### src/rtl/controle_busca_pkg.sv
// Shared types and constants for the instruction fetch unit.
package controle_busca_pkg;

  localparam int PC_W    = 64;
  localparam int INSTR_W = 32;
  localparam int CNT_W   = 3;  // holds 0..4, the largest queue depth
  localparam int PTR_W   = 2;  // addresses up to 4 slots

  typedef enum logic [1:0] {
    IDLE  = 2'd0,
    FETCH = 2'd1,
    HALT  = 2'd2
  } estado_t;

  typedef struct packed {
    logic [PC_W-1:0]    pc;
    logic [INSTR_W-1:0] instr;
  } entrada_t;

  // Advance a queue pointer, wrapping at the configured depth.
  function automatic logic [PTR_W-1:0] avanca_ptr(input logic [PTR_W-1:0] p,
                                                  input int depth);
    return (int'(p) == depth - 1) ? '0 : p + 1'b1;
  endfunction

endpackage

### src/rtl/controle_busca_fila.sv
// fila_busca: small synchronous FIFO of fetched {pc, instr} entries with flush.
// The head reads as zero whenever the queue is empty.
module fila_busca
  import controle_busca_pkg::*;
#(
  parameter int QDEPTH = 2
) (
  input  logic             clk,
  input  logic             reset,
  input  logic             flush_i,
  input  logic             push_i,
  input  logic             pop_i,
  input  entrada_t         dado_i,
  output entrada_t         cabeca_o,
  output logic [CNT_W-1:0] count_o
);

  // Storage is sized for the maximum depth so the 2-bit pointers index it
  // exactly; pointers only ever visit slots 0..QDEPTH-1.
  entrada_t         mem_q [4];
  logic [PTR_W-1:0] wr_q, rd_q;
  logic [CNT_W-1:0] cnt_q;

  // Pointer and occupancy update; reset and flush both empty the queue.
  always_ff @(posedge clk) begin
    if (reset || flush_i) begin
      wr_q  <= '0;
      rd_q  <= '0;
      cnt_q <= '0;
    end else begin
      if (push_i) wr_q <= avanca_ptr(wr_q, QDEPTH);
      if (pop_i)  rd_q <= avanca_ptr(rd_q, QDEPTH);
      cnt_q <= cnt_q + {{(CNT_W-1){1'b0}}, push_i} - {{(CNT_W-1){1'b0}}, pop_i};
    end
  end

  // Entry storage; contents are don't-care while not counted as valid.
  always_ff @(posedge clk) begin
    if (push_i && !reset && !flush_i) mem_q[wr_q] <= dado_i;
  end

  assign cabeca_o = (cnt_q != '0) ? mem_q[rd_q] : '0;
  assign count_o  = cnt_q;

endmodule

### src/rtl/controle_busca.sv
// controle_busca: fetch control FSM, PC and fetch counter in front of fila_busca.
// Optional macro FETCH_BOUND_CHECK_EN halts fetch on a PC beyond MEM_WORDS.
module controle_busca
  import controle_busca_pkg::*;
#(
  parameter int MEM_WORDS = 64,
  parameter int RESET_PC  = 0,
  parameter int QDEPTH    = 2
) (
  input  logic               clk,
  input  logic               reset,
  input  logic               start,
  input  logic               redirect_valid,
  input  logic [PC_W-1:0]    redirect_pc,
  output logic [PC_W-1:0]    mem_addr,
  input  logic [INSTR_W-1:0] mem_instr,
  output logic               out_valid,
  input  logic               out_ready,
  output logic [INSTR_W-1:0] out_instr,
  output logic [PC_W-1:0]    out_pc,
  output logic [31:0]        fetch_count,
  output logic               fault
);

  if (QDEPTH < 1 || QDEPTH > 4 || MEM_WORDS < 1) begin : g_param_err
    $error("controle_busca: QDEPTH must be 1..4 and MEM_WORDS >= 1");
  end

  estado_t          state_q, state_d;
  logic [PC_W-1:0]  pc_q, pc_d;
  logic [31:0]      fc_q, fc_d;
  logic             fault_q, fault_d;
  logic             push, pop, flush, space, oob;
  logic [CNT_W-1:0] cnt;
  entrada_t         cabeca;

`ifdef FETCH_BOUND_CHECK_EN
  assign oob = (pc_q >= PC_W'(MEM_WORDS));
`else
  assign oob = 1'b0;
`endif

  // Redirect outranks the consumer: a flushed head is never counted as popped.
  assign pop   = out_valid && out_ready && !redirect_valid;
  assign space = (int'(cnt) < QDEPTH) || pop;

  // Next-state, PC and push decision.
  always_comb begin
    state_d = state_q;
    pc_d    = pc_q;
    fc_d    = fc_q;
    fault_d = fault_q;
    push    = 1'b0;
    flush   = 1'b0;
    case (state_q)
      IDLE: begin
        if (redirect_valid) begin
          pc_d  = redirect_pc;
          flush = 1'b1;
        end
        if (start) state_d = FETCH;
      end
      FETCH: begin
        if (redirect_valid) begin
          pc_d  = redirect_pc;
          flush = 1'b1;
        end else if (space) begin
          if (oob) begin
            state_d = HALT;
            fault_d = 1'b1;
          end else begin
            push = 1'b1;
            pc_d = pc_q + 1'b1;
            fc_d = fc_q + 1'b1;
          end
        end
      end
      HALT: begin
        if (redirect_valid) begin
          pc_d    = redirect_pc;
          flush   = 1'b1;
          fault_d = 1'b0;
          state_d = FETCH;
        end
      end
      default: state_d = IDLE;
    endcase
  end

  // State, PC, counter and fault registers.
  always_ff @(posedge clk) begin
    if (reset) begin
      state_q <= IDLE;
      pc_q    <= PC_W'(RESET_PC);
      fc_q    <= '0;
      fault_q <= 1'b0;
    end else begin
      state_q <= state_d;
      pc_q    <= pc_d;
      fc_q    <= fc_d;
      fault_q <= fault_d;
    end
  end

  fila_busca #(.QDEPTH(QDEPTH)) u_fila (
    .clk      (clk),
    .reset    (reset),
    .flush_i  (flush),
    .push_i   (push),
    .pop_i    (pop),
    .dado_i   ('{pc: pc_q, instr: mem_instr}),
    .cabeca_o (cabeca),
    .count_o  (cnt)
  );

  assign mem_addr    = pc_q;
  assign out_valid   = (cnt != '0);
  assign out_instr   = cabeca.instr;
  assign out_pc      = cabeca.pc;
  assign fetch_count = fc_q;
  assign fault       = fault_q;

endmodule
### config.mk
export PLATFORM = sky130hd
export DESIGN_NAME = controle_busca
export DESIGN_NICKNAME = d
export VERILOG_FILES = /design/src/rtl/controle_busca_pkg.sv /design/src/rtl/controle_busca_fila.sv /design/src/rtl/controle_busca.sv
export SDC_FILE = /design/constraint.sdc
export NUM_CORES = 1
export LEC_CHECK = 0
export ABC_AREA = 1
export CAP_MARGIN = 20
export CORE_MARGIN = 2
export CORE_UTILIZATION = 50
export DETAILED_ROUTE_END_ITERATION = 8
export PLACE_DENSITY = 0.74
export SYNTH_ARGS = -nofsm -noshare
export SYNTH_HDL_FRONTEND = slang
export SYNTH_SLANG_ARGS = --single-unit
### constraint.sdc
create_clock -name clk -period 11.2 [get_ports clk]
set_input_delay 2.24 -clock clk [delete_from_list [all_inputs] [get_ports clk]]
set_output_delay 2.24 -clock clk [all_outputs]
set_load 0.02 [all_outputs]
Figure 1. Power grid.
Pins as bars on the die edge. Tap cells in gray.
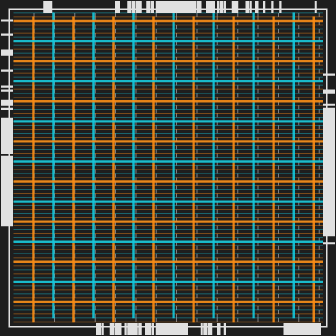
Key: VDD = cyan; VSS = orange
15 straps on met4. 15 straps on met5. 295 signal pins sit on the boundary. 592 tap cells. The core has 77 rows.

Figure 2. Placed cells, one color a class.
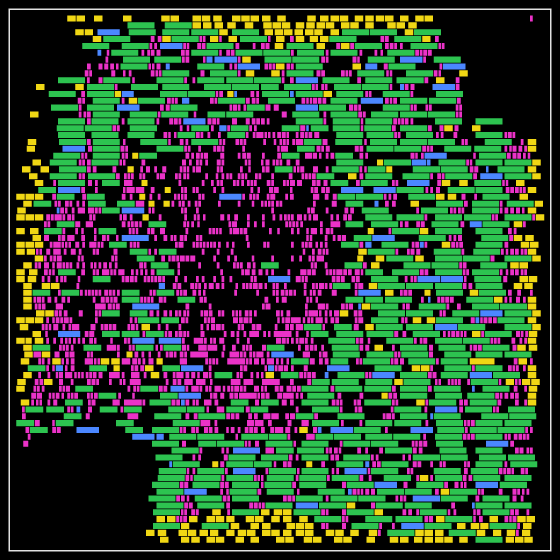
Key: combinational and other logic = magenta [cells 1762]; flops = green [cells 490]; other buffers and delay cells = yellow [cells 316]; clock drivers and dummy loads = blue [cells 91]

==> run summary <==
run metrics: CTS tree=done, via count of the first global-routing pass=between 15000 and 20000, maximum fanout encountered on the critical timing path=56, minimum hold slack=about 420 ps, Post-CTS Hold Fix Bufs=0, LEAKAGE=around 9.5 nW, highest ir drop seen on vdd=approximately 0.1 mV, unrepaired setup endpoints after global routing=no, Cell Area, Placed=between 0.02 and 0.03 mm2, MUX share of area=0.00227, critical register-to-register path endpoint=u_fila.mem_q[1][59], top layer reached by signal wires=met5, buffers inserted during post-CTS setup optimization=0, run status=finished, final reports clean, and-or/or-and share of the synthesized area=0.109, number of CTS-inserted buffers=approximately 49, hold violation count in the final report=0, post-route core utilization=0.618, area fraction in and, or, nand and nor cells=0.212, global-route layer with the greatest usage=met2, starting density of the core=0.503, number of remaining DRC errors=0, WL met2=between 30 and 40 mm, top logic cell by instance count in the layout=sky130_fd_sc_hd__nor2_1, port buffer count=around 290, most frequent cells in the layout=sky130_fd_sc_hd__nor2_1 (597), sky130_fd_sc_hd__edfxtp_1 (384), sky130_fd_sc_hd__nand2_1 (356), syn_area_per_cell=between 9 and 10 um2, floorplan die width=roughly 210 um, Post-Route Skew=about 24 ps, ys flops=a little under 500, crit path setup slack, layout=between 5000 and 6000 ps, fraction of power consumed by the clock network=0.405, Worst Path Arrival=between 6000 and 7000 ps, register area share after synthesis=0.618, GR met2 Demand/Resource=0.448, total number of tap cells=a little under 600, worst setup slack for register-to-register paths=between 6000 and 7000 ps, post-route cell area=about 0.027 mm2, Multi-input comb cells=1643, IO Pins=about 300, Non-Filler Instances=3256, Storage cell area=around 0.014 mm2, routability-driven placement congestion ratio=around 0.95
Figure 3. Clock distribution.
Bar = 50 um.
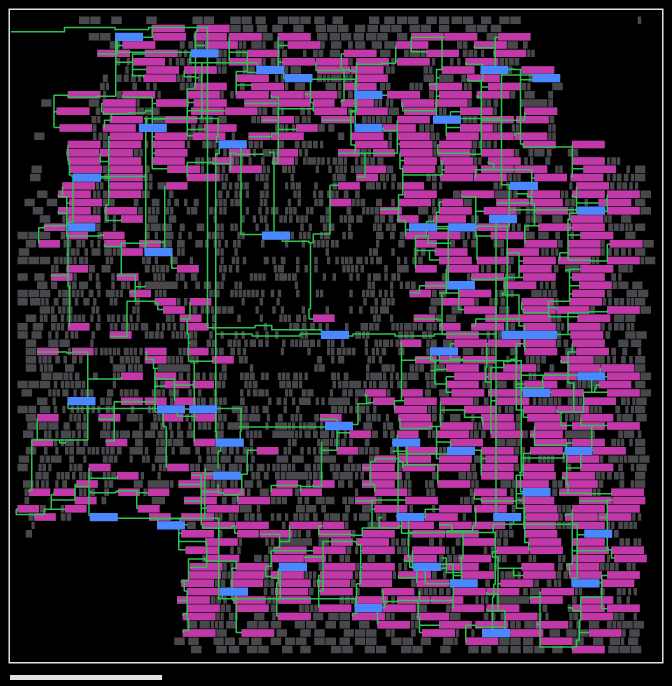
Key: flip-flops = magenta [count 490]; clock wires = green [length 5330 um]; clock drivers = blue [count 49]
Position of the flops: spread over the die.

Figure 4. Metal layers overlaid.
Bar = 50 um.
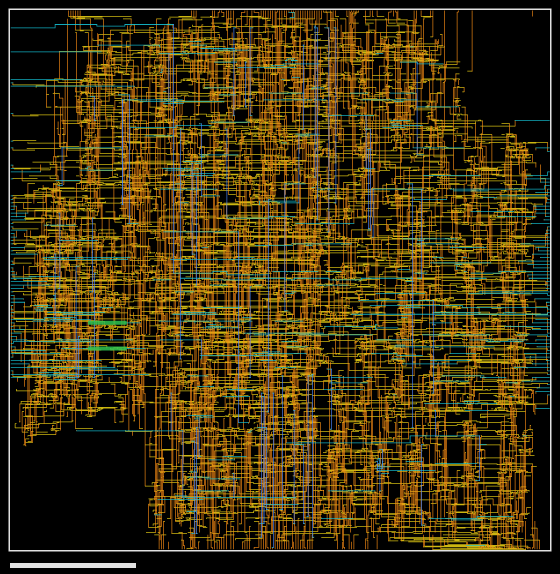
Key: metal 1 = yellow [wire length 26.3 mm]; metal 2 = orange [wire length 30.4 mm]; metal 3 = cyan [wire length 4090 um]; metal 4 = blue [wire length 2370 um]; metal 5 = green [wire length 27.6 um]
overall fraction of global-route tracks in use: 0.270
wirelength, routed: 63.2 mm
average wire length per cell after detail routing: 19.4 um

==> cell usage after synthesis, drive strengths merged <==
master and instances:
xnor2 9, o21ai 270, mux2i 5, dfxtp 106
nor3 26, o22ai 7, ha 5, clkinv 2
a211oi 1, nand2 373, nand3b 5, nand3 66
nand4 25, fa 1, o21bai 3, or2 15
xor2 21, and3 1, inv 117, a31oi 5
conb 1, nor2 616, clkbuf 55, buf 60
a21oi 188, edfxtp 384
==> worst min-delay path by stage <==
stage / to / depth (start not counted) / startpoint / slack [ps]
floorplan: register / 2 / u_fila.rd_q[1] / 400
global placement: register / 2 / u_fila.rd_q[1] / 400
detailed placement: register / 2 / u_fila.rd_q[1] / 410
CTS: register / 2 / u_fila.rd_q[1] / 420
global route: register / 2 / u_fila.rd_q[1] / 450
finish: register / 2 / u_fila.rd_q[1] / 420
Power figures rest on the tool's default switching activity, not on a simulated workload.
